==> src/rtl/spi_shift_ctrl.sv <==
// spi_shift_ctrl: SPI master transfer FSM driving a baud generator, with SS_n setup/hold framing
module spi_shift_ctrl #(
  parameter int DATA_W = 8,
  parameter bit LSB_FIRST = 1'b0
) (
  input  logic              clk,
  input  logic              rst,
  input  logic              start,
  input  logic [DATA_W-1:0] tx_data,
  input  logic [1:0]        mode,
  input  logic              strobe,
  input  logic              rise,
  input  logic              fall,
  input  logic              miso,
  output logic              gen_en,
  output logic              sclk_en,
  output logic              mosi,
  output logic              ss_n,
  output logic              busy,
  output logic              done,
  output logic [DATA_W-1:0] rx_data
);
  localparam int CW = $clog2(2 * DATA_W);
  typedef enum logic [1:0] {IDLE, SETUP, XFER, HOLD} state_t;
  state_t state, state_nx;
  logic [DATA_W-1:0] tx_sr, rx_sr;
  logic [CW-1:0] edge_cnt;
  logic cpha, sclk_edge, last_edge, shift_tx, sample_rx, accept, finish;
  logic unused_cpol;
  assign unused_cpol = mode[1];
  assign sclk_edge = state == XFER && (rise || fall);
  assign last_edge = sclk_edge && edge_cnt == CW'(2 * DATA_W - 1);
  // with CPHA=1 the first bit is already on mosi before the first leading edge
  assign shift_tx  = state == XFER && (cpha ? rise && edge_cnt != '0 : fall);
  assign sample_rx = state == XFER && (cpha ? fall : rise);
  assign accept    = state == IDLE && start;
  assign finish    = state == HOLD && strobe;
  assign busy      = state != IDLE;
  assign mosi      = state == IDLE ? 1'b0 : (LSB_FIRST ? tx_sr[0] : tx_sr[DATA_W-1]);
  always_comb begin
    state_nx = state;
    state_nx = state == IDLE  ? (start  ? SETUP : IDLE)
             : state == SETUP ? (strobe ? XFER  : SETUP)
             : state == XFER  ? (last_edge ? HOLD : XFER)
             : (strobe ? IDLE : HOLD);
  end
  always_ff @(posedge clk or posedge rst)
    if (rst) state <= IDLE;
    else state <= state_nx;
  always_ff @(posedge clk or posedge rst)
    if (rst) begin
      tx_sr    <= '0;
      rx_sr    <= '0;
      cpha     <= 1'b0;
      edge_cnt <= '0;
      ss_n     <= 1'b1;
      gen_en   <= 1'b0;
      sclk_en  <= 1'b0;
      done     <= 1'b0;
      rx_data  <= '0;
    end else begin
      done <= finish;
      if (accept) begin
        tx_sr    <= tx_data;
        cpha     <= mode[0];
        rx_sr    <= '0;
        edge_cnt <= '0;
        ss_n     <= 1'b0;
        gen_en   <= 1'b1;
      end
      if (state == SETUP && strobe) sclk_en <= 1'b1;
      if (sclk_edge) edge_cnt <= edge_cnt + 1'b1;
      if (shift_tx) tx_sr <= LSB_FIRST ? tx_sr >> 1 : tx_sr << 1;
      if (sample_rx) rx_sr <= LSB_FIRST ? {miso, rx_sr[DATA_W-1:1]} : {rx_sr[DATA_W-2:0], miso};
      if (last_edge) sclk_en <= 1'b0;
      if (finish) begin
        ss_n    <= 1'b1;
        gen_en  <= 1'b0;
        rx_data <= rx_sr;
      end
    end
endmodule

==> config.mk <==
export PLATFORM = sky130hd
export DESIGN_NAME = spi_shift_ctrl
export DESIGN_NICKNAME = d
export VERILOG_FILES = /design/src/rtl/spi_shift_ctrl.sv
export SDC_FILE = /design/constraint.sdc
export NUM_CORES = 1
export LEC_CHECK = 0
export CAP_MARGIN = 10
export CORE_UTILIZATION = 45
export CTS_BUF_LIST = sky130_fd_sc_hd__clkbuf_2
export CTS_CLUSTER_SIZE = 25
export DETAILED_ROUTE_END_ITERATION = 8
export GPL_ROUTABILITY_DRIVEN = 0
export HOLD_SLACK_MARGIN = 0.02
export PLACE_DENSITY = 0.71
export RECOVER_POWER = 100
export SYNTH_ARGS = -nofsm -noshare
export SYNTH_HDL_FRONTEND = slang
export SYNTH_SLANG_ARGS = --single-unit
==> constraint.sdc <==
create_clock -name clk -period 1.5 [get_ports clk]
set_input_delay 0.225 -clock clk [delete_from_list [all_inputs] [get_ports clk]]
set_output_delay 0.225 -clock clk [all_outputs]
set_load 0.03 [all_outputs]
Figure 1. Zoomed window.
Window x 15 to 45, y 27 to 57 microns. Cells in grey, sequential cells in the stronger grey; small squares are vias.
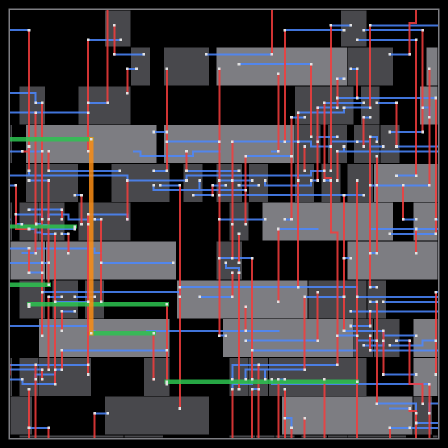
legend:
  metal 2:
    colour: red
  metal 4:
    colour: orange
  metal 1:
    colour: blue
  metal 3:
    colour: green
cells with their middle in the window: 51
netlist names of flops here include: rx_sr (5), rx_data (3), tx_sr (2)
sequential cells in the window: 10
most frequent: nand2_1 (16), dfrtp_1 (10), o21ai_0 (8)

Figure 2. Gate-type map.
Scale: 8 px per micron.
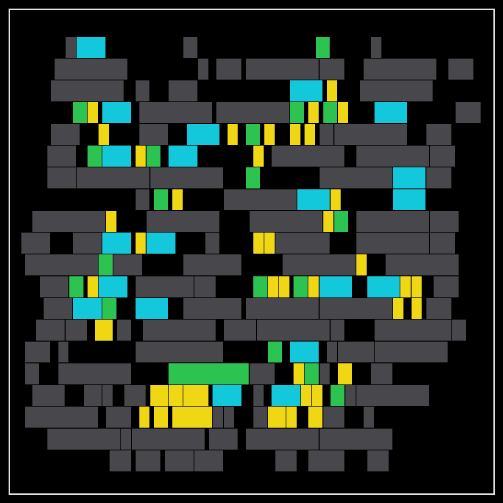
legend:
  nand cells:
    colour: yellow
    cells: 41
  mux cells:
    colour: cyan
    cells: 20
  aoi and oai cells:
    colour: green
    cells: 19
fin cells: 229
combinational share of cell area: 0.309
leading cell type in the layout, fill and taps excluded: dfrtp_1

Figure 3. Signal wires on met1.
Scale: 6 px per micron. Supply wires on this layer in grey.
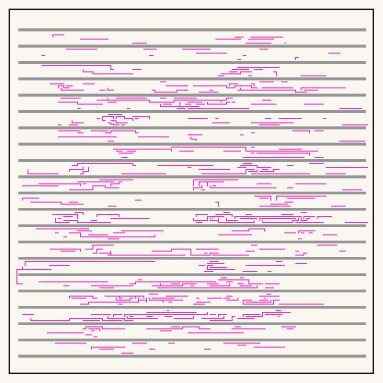
longest straight run: 21.6 microns
wire length on this layer: 1,280 microns
nets with wire on the layer: 174
main direction: horizontal
share of all routed wire: 46%
WL final: 2.81 mm
met1 Resource Use GR: 0.231

Figure 4. Wiring by layer.
Scale: 6 px per micron. Two of the layers only.
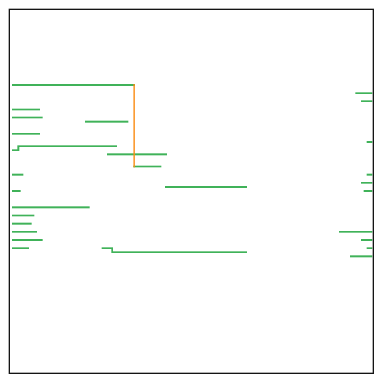
legend:
  metal 4:
    colour: orange
    wire_length: 13.6 microns
  metal 3:
    colour: green
    wire_length: 163 microns
total routing usage reported by global routing: 0.181
vias after detailed routing: 1,127
detail-routed net length per standard cell: 12.3 microns

==> summary.txt <==
From the run reports.

- The maximum number of buffers from clock root to sink is 2.
- The pre-placement core utilization reads 0.487.
- The final max-slew violation count recorded for this run is 0.
- The maximum fanout encountered on the critical timing path reads 5.
- The relative contribution of combinational cells to total power reads 0.451.
- Clock latency on the worst-skew pair, taken at its later pin, is 0.37 ns.
- The worst hold path terminates at rx_sr[0].
- After synthesis, the cell types taking the most area are dfrtp_1 55%, nand2_1 7.8%, mux2i_1 7.2%.
- The number of global-route vias before repair is 1,051.
- The count of pins on the block boundary reads 31.
- The number of CTS-inserted buffers is 5.
- The H-tree level count is 2.
- The sequential-to-total area share from yosys stat is 0.571.
- The flow ran to the end, and the final reports show no timing, DRC or antenna violations.
- For reference, the top cells by count after synthesis are 34 x dfrtp_1, 32 x nand2_1, 16 x o21ai_0.
- Per the post-synthesis stats, the area per cell is 10.9 sq um.
- Clock skew on the completed layout was measured at 0.00553 ns.
- The count of buffer and inverter cells on the critical path is 1.
- The switching part of the total reads 0.378.
- The number of enable flip-flop cells is 0.
- The sum of routed wire segments on met1 is 1.28 mm.
- The power per unit of standard cell area reads 1850 mW/mm^2.
- In this run the layout overhead on the synthesized area is reported as 32.6%.
- The unique cell type count in the Yosys netlist reads 28.
- The share of the cycle needed by the critical path after routing is 0.972.
- According to the floorplan report, the total die area is 0.00365 sq mm.
- The number of setup buffers added after CTS is 1.
- After detailed routing, the number of remaining DRC violations is 0.
- The initial antenna violation count is 0.
- The leakage power of the design is 1.01 nW.
- The worst setup path is captured at a flip-flop.
- The number of inserted filler cells in the final layout reads 275.
- In the synthesized netlist the dominant register cell turns out to be dfrtp_1.
- The clock network power is 582 uW.
- The wire length of the first global-routing pass reads 4.75 mm.
- Per the Yosys statistics, synthesis produced 141 cells.
- The post-cts hold-fix buffer tally reads 0.
- The largest net degree at the start of global routing is 36.
- The data arrival time at the worst-slack endpoint is 1.76 ns.
- The cell taking the most area after synthesis reads dfrtp_1.
- The minimum clock period after layout is 1.46 ns.
- Power attributed to sequential cells is 1.48 mW.
- The number of flip-flops and latches in the synthesized netlist is 35.
- The ratio of routed vias to standard cells is 4.92.
- The ratio of cells with drive above 1 in the final layout is 0.211.
- In this run the cell area of the synthesized design comes to 0.00154 sq mm.
- The root buffer cell is clkbuf_2.
- The peak supply drop is 1.17 mV.
- Leaving out buffers and inverters, the combinational logic in the layout accounts for 629 sq um.
- The setup TNS reads 0 ns.
- The area fraction of the largest cell type after synthesis is 0.554.
- On met3, the global router reports a usage of 0.0640.
==> cell usage in the layout (no fill, tap or decap), types with 2 or more instances in the layout <==
cell	n
clkdlybuf4s50_1	14
o21ai_1	3
ha_1	2
clkbuf_2	7
buf_4	7
o21ai_0	14
dlygate4sd2_1	11
inv_1	6
nor2_1	5
mux2i_1	11
mux2_2	9
nand2_1	32
dfrtp_1	34
buf_12	3
nand3_1	4
==> kinds of logic (layout without fill, tap and decap cells) <==
| group | after synthesis | in the layout | share of synthesized area |
|---|---|---|---|
| AOI/OAI and AO/OA | 20 | 20 | 0.0814 |
| xor gates and xnor gates | 1 | 1 | 0.00570 |
| adders and majority gates | 2 | 2 | 0.0163 |
| buffers and inverters | 11 | 55 | 0.0366 |
| DFF | 35 | 35 | 0.571 |
| muxes | 20 | 20 | 0.138 |
| and+or+nand+nor | 52 | 52 | 0.151 |
==> sequential cells by signal, indices dropped and copies added (netlist names) <==
name and flops:
cpha 1, done 1, edge_cnt 4, gen_en 1, rx_data 8, rx_sr 8, sclk_en 1, ss_n 1
state 2, tx_sr 8
==> through the flow <==
stage / hold WS (ns) / cell area (sq um) / std cells / total power, mW / util
6_report: 0.417 / 2040 / 229 / 3.76 / 0.646
4_1_cts: 0.164 / 2050 / 229 / 3.76 / 0.650
5_1_grt: 0.388 / 2040 / 229 / 4.04 / 0.646
3_5_place_dp: 0.449 / 1980 / 220 / 3.20 / 0.628
2_1_floorplan: 0.342 / 1540 / 141 / 2.52 / -
3_3_place_gp: 0.446 / 1980 / 220 / 3.13 / 0.628
==> cell type report <==
type,count,share of cell area
Clock inverter,3,0.0190
Sequential cell,35,0.431
Clock buffer,5,0.0123
Inverter,6,0.0111
Timing Repair Buffer,41,0.191
Multi-Input combinational cell,95,0.309
Tap cell,44,0.0270
Power is estimated from default activity; no workload was simulated.
